==> images/pdn.png <==
The bar under the picture is 20 µm long. Pins as bars on the die edge. Tap cells in grey.
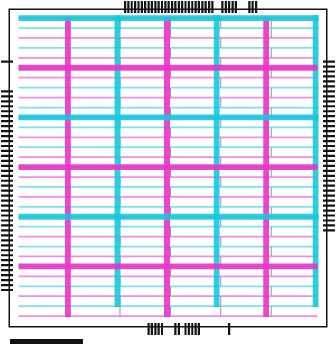
==> images/cell_classes.png <==
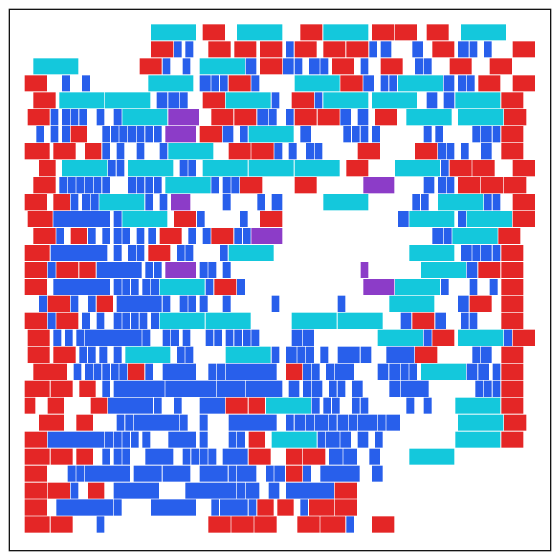
==> images/clock_map.png <==
The bar under the picture is 20 µm long.
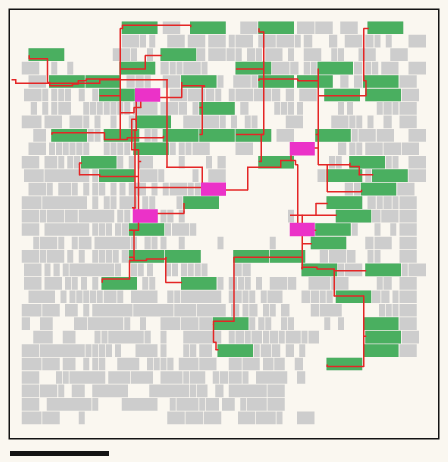
==> images/metal_stack.png <==
The bar under the picture is 20 µm long. Only two layers are drawn.
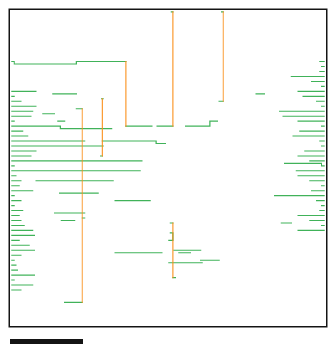
==> images/final_clocks.png <==
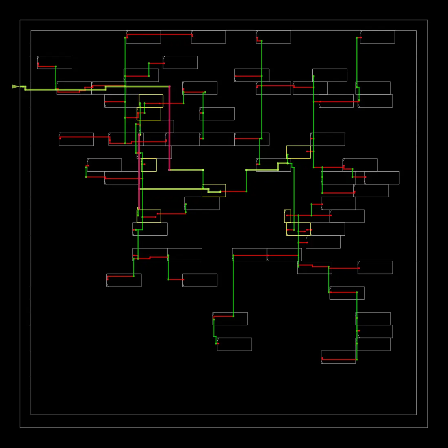
$ cat src/rtl/get_fsm.sv
// GET sub-FSM of the cache controller: reads a hit entry over READ_LAT cycles
// and returns it on a valid/ready channel, then reports done/error.
package ctrl_types_pkg;
  typedef struct packed {
    logic done;
    logic error;
  } sub_cmd_t;
endpackage

module get_fsm #(
  parameter int NUM_ENTRIES  = 16,
  parameter int VALUE_WIDTH  = 32,
  parameter int READ_LAT     = 2,
  parameter int RESP_TIMEOUT = 8
) (
  input  logic                       clk,
  input  logic                       rst,
  input  logic                       en,
  input  logic                       enter,
  input  logic                       hit,
  input  logic [NUM_ENTRIES-1:0]     used,
  input  logic [NUM_ENTRIES-1:0]     idx_in,
  get_fsm_if.master                  bus,
  output logic                       rdy_out,
  output logic                       op_succ,
  output ctrl_types_pkg::sub_cmd_t   cmd
);

  localparam int LAT_W = (READ_LAT > 1) ? $clog2(READ_LAT) : 1;
  localparam int TO_W  = (RESP_TIMEOUT > 1) ? $clog2(RESP_TIMEOUT) : 1;
  localparam logic [LAT_W-1:0] LAT_LAST = LAT_W'(READ_LAT - 1);
  localparam logic [TO_W-1:0]  TO_LAST  = TO_W'(RESP_TIMEOUT - 1);

  typedef enum logic [2:0] {
    GET_ST_START,
    GET_ST_READ,
    GET_ST_RESP,
    GET_ST_DONE,
    GET_ST_ERR
  } state_t;

  state_t                 state_q;
  logic [LAT_W-1:0]       lat_cnt_q;
  logic [TO_W-1:0]        to_cnt_q;
  logic [NUM_ENTRIES-1:0] idx_q;
  logic [VALUE_WIDTH-1:0] resp_data_q;
  logic                   hit_good;

  // A hit is only serviceable when it names exactly one occupied entry.
  assign hit_good = hit && $onehot(idx_in) && ((idx_in & used) != '0);

  always_ff @(posedge clk) begin
    if (rst) begin
      state_q     <= GET_ST_START;
      lat_cnt_q   <= '0;
      to_cnt_q    <= '0;
      idx_q       <= '0;
      resp_data_q <= '0;
    end else if (enter) begin
      state_q   <= GET_ST_START;
      lat_cnt_q <= '0;
      to_cnt_q  <= '0;
    end else if (en) begin
      case (state_q)
        GET_ST_START: begin
          if (hit_good) begin
            idx_q     <= idx_in;
            lat_cnt_q <= '0;
            state_q   <= GET_ST_READ;
          end
        end
        GET_ST_READ: begin
          if (lat_cnt_q == LAT_LAST) begin
            resp_data_q <= bus.rd_data;
            to_cnt_q    <= '0;
            state_q     <= GET_ST_RESP;
          end else begin
            lat_cnt_q <= lat_cnt_q + 1'b1;
          end
        end
        GET_ST_RESP: begin
          // A handshake on the final wait cycle still counts as a transfer.
          if (bus.resp_ready) begin
            state_q <= GET_ST_DONE;
          end else if (to_cnt_q == TO_LAST) begin
            state_q <= GET_ST_ERR;
          end else begin
            to_cnt_q <= to_cnt_q + 1'b1;
          end
        end
        default: ;
      endcase
    end
  end

  assign bus.resp_data = resp_data_q;

  // Outputs are a decode of the state; START also reflects the live hit result.
  always_comb begin
    bus.select_out = 1'b0;
    bus.read_out   = 1'b0;
    bus.idx_out    = '0;
    bus.resp_valid = 1'b0;
    rdy_out        = 1'b0;
    op_succ        = 1'b0;
    cmd            = '0;
    if (!rst) begin
      case (state_q)
        GET_ST_START: begin
          if (!hit) begin
            cmd.done = 1'b1;
            rdy_out  = 1'b1;
          end else if (!hit_good) begin
            cmd.done  = 1'b1;
            cmd.error = 1'b1;
            rdy_out   = 1'b1;
          end
        end
        GET_ST_READ: begin
          bus.select_out = 1'b1;
          bus.read_out   = 1'b1;
          bus.idx_out    = idx_q;
        end
        GET_ST_RESP: begin
          bus.resp_valid = 1'b1;
        end
        GET_ST_DONE: begin
          cmd.done = 1'b1;
          op_succ  = 1'b1;
          rdy_out  = 1'b1;
        end
        GET_ST_ERR: begin
          cmd.done  = 1'b1;
          cmd.error = 1'b1;
          rdy_out   = 1'b1;
        end
        default: ;
      endcase
    end
  end

endmodule

$ cat src/rtl/get_fsm_if.sv
// Memory read bus and response channel of the GET sub-FSM.
// The master modport is the FSM side; the slave modport is the memory/consumer side.
interface get_fsm_if #(
  parameter int NUM_ENTRIES = 16,
  parameter int VALUE_WIDTH = 32
);
  logic                   select_out;
  logic                   read_out;
  logic [NUM_ENTRIES-1:0] idx_out;
  logic [VALUE_WIDTH-1:0] rd_data;
  logic                   resp_valid;
  logic                   resp_ready;
  logic [VALUE_WIDTH-1:0] resp_data;

  modport master (
    output select_out,
    output read_out,
    output idx_out,
    input  rd_data,
    output resp_valid,
    input  resp_ready,
    output resp_data
  );

  modport slave (
    input  select_out,
    input  read_out,
    input  idx_out,
    output rd_data,
    input  resp_valid,
    output resp_ready,
    input  resp_data
  );
endinterface

$ cat src/flat_wrapper.sv
// flat-port wrapper written by rule: the top's interface ports become plain ports
module get_fsm_flat 
#(
  parameter int NUM_ENTRIES  = 16,
  parameter int VALUE_WIDTH  = 32,
  parameter int READ_LAT     = 2,
  parameter int RESP_TIMEOUT = 8
)
  (clk, rst, en, enter, hit, used, idx_in, rdy_out, op_succ, cmd, bus_select_out, bus_read_out, bus_idx_out, bus_rd_data, bus_resp_valid, bus_resp_ready, bus_resp_data);
  get_fsm_if #(.NUM_ENTRIES(NUM_ENTRIES), .VALUE_WIDTH(VALUE_WIDTH)) bus_i ();
  input  logic clk;
  input  logic rst;
  input  logic en;
  input  logic enter;
  input  logic hit;
  input  logic [NUM_ENTRIES-1:0] used;
  input  logic [NUM_ENTRIES-1:0] idx_in;
  output logic rdy_out;
  output logic op_succ;
  output ctrl_types_pkg::sub_cmd_t cmd;
  output wire logic [$bits(bus_i.select_out)-1:0] bus_select_out;
  output wire logic [$bits(bus_i.read_out)-1:0] bus_read_out;
  output wire logic [$bits(bus_i.idx_out)-1:0] bus_idx_out;
  input wire logic [$bits(bus_i.rd_data)-1:0] bus_rd_data;
  output wire logic [$bits(bus_i.resp_valid)-1:0] bus_resp_valid;
  input wire logic [$bits(bus_i.resp_ready)-1:0] bus_resp_ready;
  output wire logic [$bits(bus_i.resp_data)-1:0] bus_resp_data;
  assign bus_select_out = bus_i.select_out;
  assign bus_read_out = bus_i.read_out;
  assign bus_idx_out = bus_i.idx_out;
  assign bus_i.rd_data = bus_rd_data;
  assign bus_resp_valid = bus_i.resp_valid;
  assign bus_i.resp_ready = bus_resp_ready;
  assign bus_resp_data = bus_i.resp_data;
  get_fsm #(.NUM_ENTRIES(NUM_ENTRIES), .VALUE_WIDTH(VALUE_WIDTH), .READ_LAT(READ_LAT), .RESP_TIMEOUT(RESP_TIMEOUT)) u_core (.clk(clk), .rst(rst), .en(en), .enter(enter), .hit(hit), .used(used), .idx_in(idx_in), .bus(bus_i), .rdy_out(rdy_out), .op_succ(op_succ), .cmd(cmd));
endmodule
$ cat config.mk
export PLATFORM = sky130hd
export DESIGN_NAME = get_fsm_flat
export DESIGN_NICKNAME = d
export VERILOG_FILES = /design/src/rtl/get_fsm.sv /design/src/rtl/get_fsm_if.sv /design/src/flat_wrapper.sv
export SDC_FILE = /design/constraint.sdc
export NUM_CORES = 1
export LEC_CHECK = 0
export ABC_AREA = 1
export CORE_MARGIN = 2
export CORE_UTILIZATION = 44
export CTS_BUF_LIST = sky130_fd_sc_hd__clkbuf_8
export DETAILED_ROUTE_END_ITERATION = 8
export PLACE_DENSITY = 0.9
export RECOVER_POWER = 50
export SETUP_SLACK_MARGIN = 0.4
export SLEW_MARGIN = 20
export SYNTH_ARGS = -nofsm -noshare
export SYNTH_HDL_FRONTEND = slang
export SYNTH_SLANG_ARGS = --single-unit
$ cat constraint.sdc
create_clock -name clk -period 6.9 [get_ports clk]
set_input_delay 1.38 -clock clk [delete_from_list [all_inputs] [get_ports clk]]
set_output_delay 1.38 -clock clk [all_outputs]
set_load 0.03 [all_outputs]
==> out/metrics.cfg <==
[die]
pin_count=125
chipHeight_um=86.5
nWellTaps=80

[final_layout]
seq_area_um2=1100
buffers=141
final_core_util_pct=68.0
largest_class=logic gates
drive_gt1_share_pct=15.0
synthToLayoutAreaGrowth_pct=51.5
clk_share_pct=2.09

[worst_setup_path]
crit_path_end=rdy_out
cp.required_ps=5520
r2r_slack_ps=4160
crit_top_cell=fa_2
path_class=in2out

[power]
internal_power_mw=0.585
pg_seq_mw=0.334
power-top-group=combinational cells
power_density_nw_per_um2=192
pwr-share-seq_pct=38.2
pwr-share-comb_pct=40.9

[sta]
fin_tns_setup_ps=0
fmax_ghz=0.152
finalClockPeriodUsage_pct=95.2
worst_pin_slew_ps=998
slew_headroom_pct=33.3
holdWs_ps=483

[hold_path]
hold_start=u_core.bus.resp_data[14]$_SDFFE_PP0P_
whs_path_depth=2

[grt]
grt_pass1_vias=3010
grt_overflow=0

[detailed_routing]
antenna_left=0

[cts]
cts_tree=built
hold_buffers=0

[placement]
dp.cells=616
gp_congestion=0.934

[synthesis]
yosys_cells=416
yosys_area_um2=3000
xor_area_share_pct=0
ff_type=dfxtp_1
synth_top_cell_by_count=nor2_1

[status]
status=finished clean

[job]
warnings=28

## Picture notes: pdn.png
net	colour
VDD	cyan
VSS	magenta
met5 straps	6
rows	30
signal pins	125
met4 straps	6
met1 rails	31

## Picture notes: cell_classes.png
class	colour	cells
all other logic	blue	344
flip-flops	cyan	55
other buffers and delay cells	red	141
clock drivers and dummy loads	purple	8

## Picture notes: clock_map.png
[clock wires] red | length: 607 µm
[flip-flops] green | count: 55
[cells driving clock nets] magenta | count: 5
routed clock nets	6
clock network power: 0.182 mW
Clock Latency Late Sink: 300 ps
Clk network pwr share: 20.8%

## Picture notes: metal_stack.png
layer	colour	wire length
met3	green	626 µm
met4	orange	157 µm

## Picture notes: final_clocks.png
Flops: 55
Clock Skew: 6.51 ps
TritonCTS buffer count: 5
Sink Count: 55
layout clock buffer count: 6

No activity file was given, so power comes from the tool's default toggle rates.
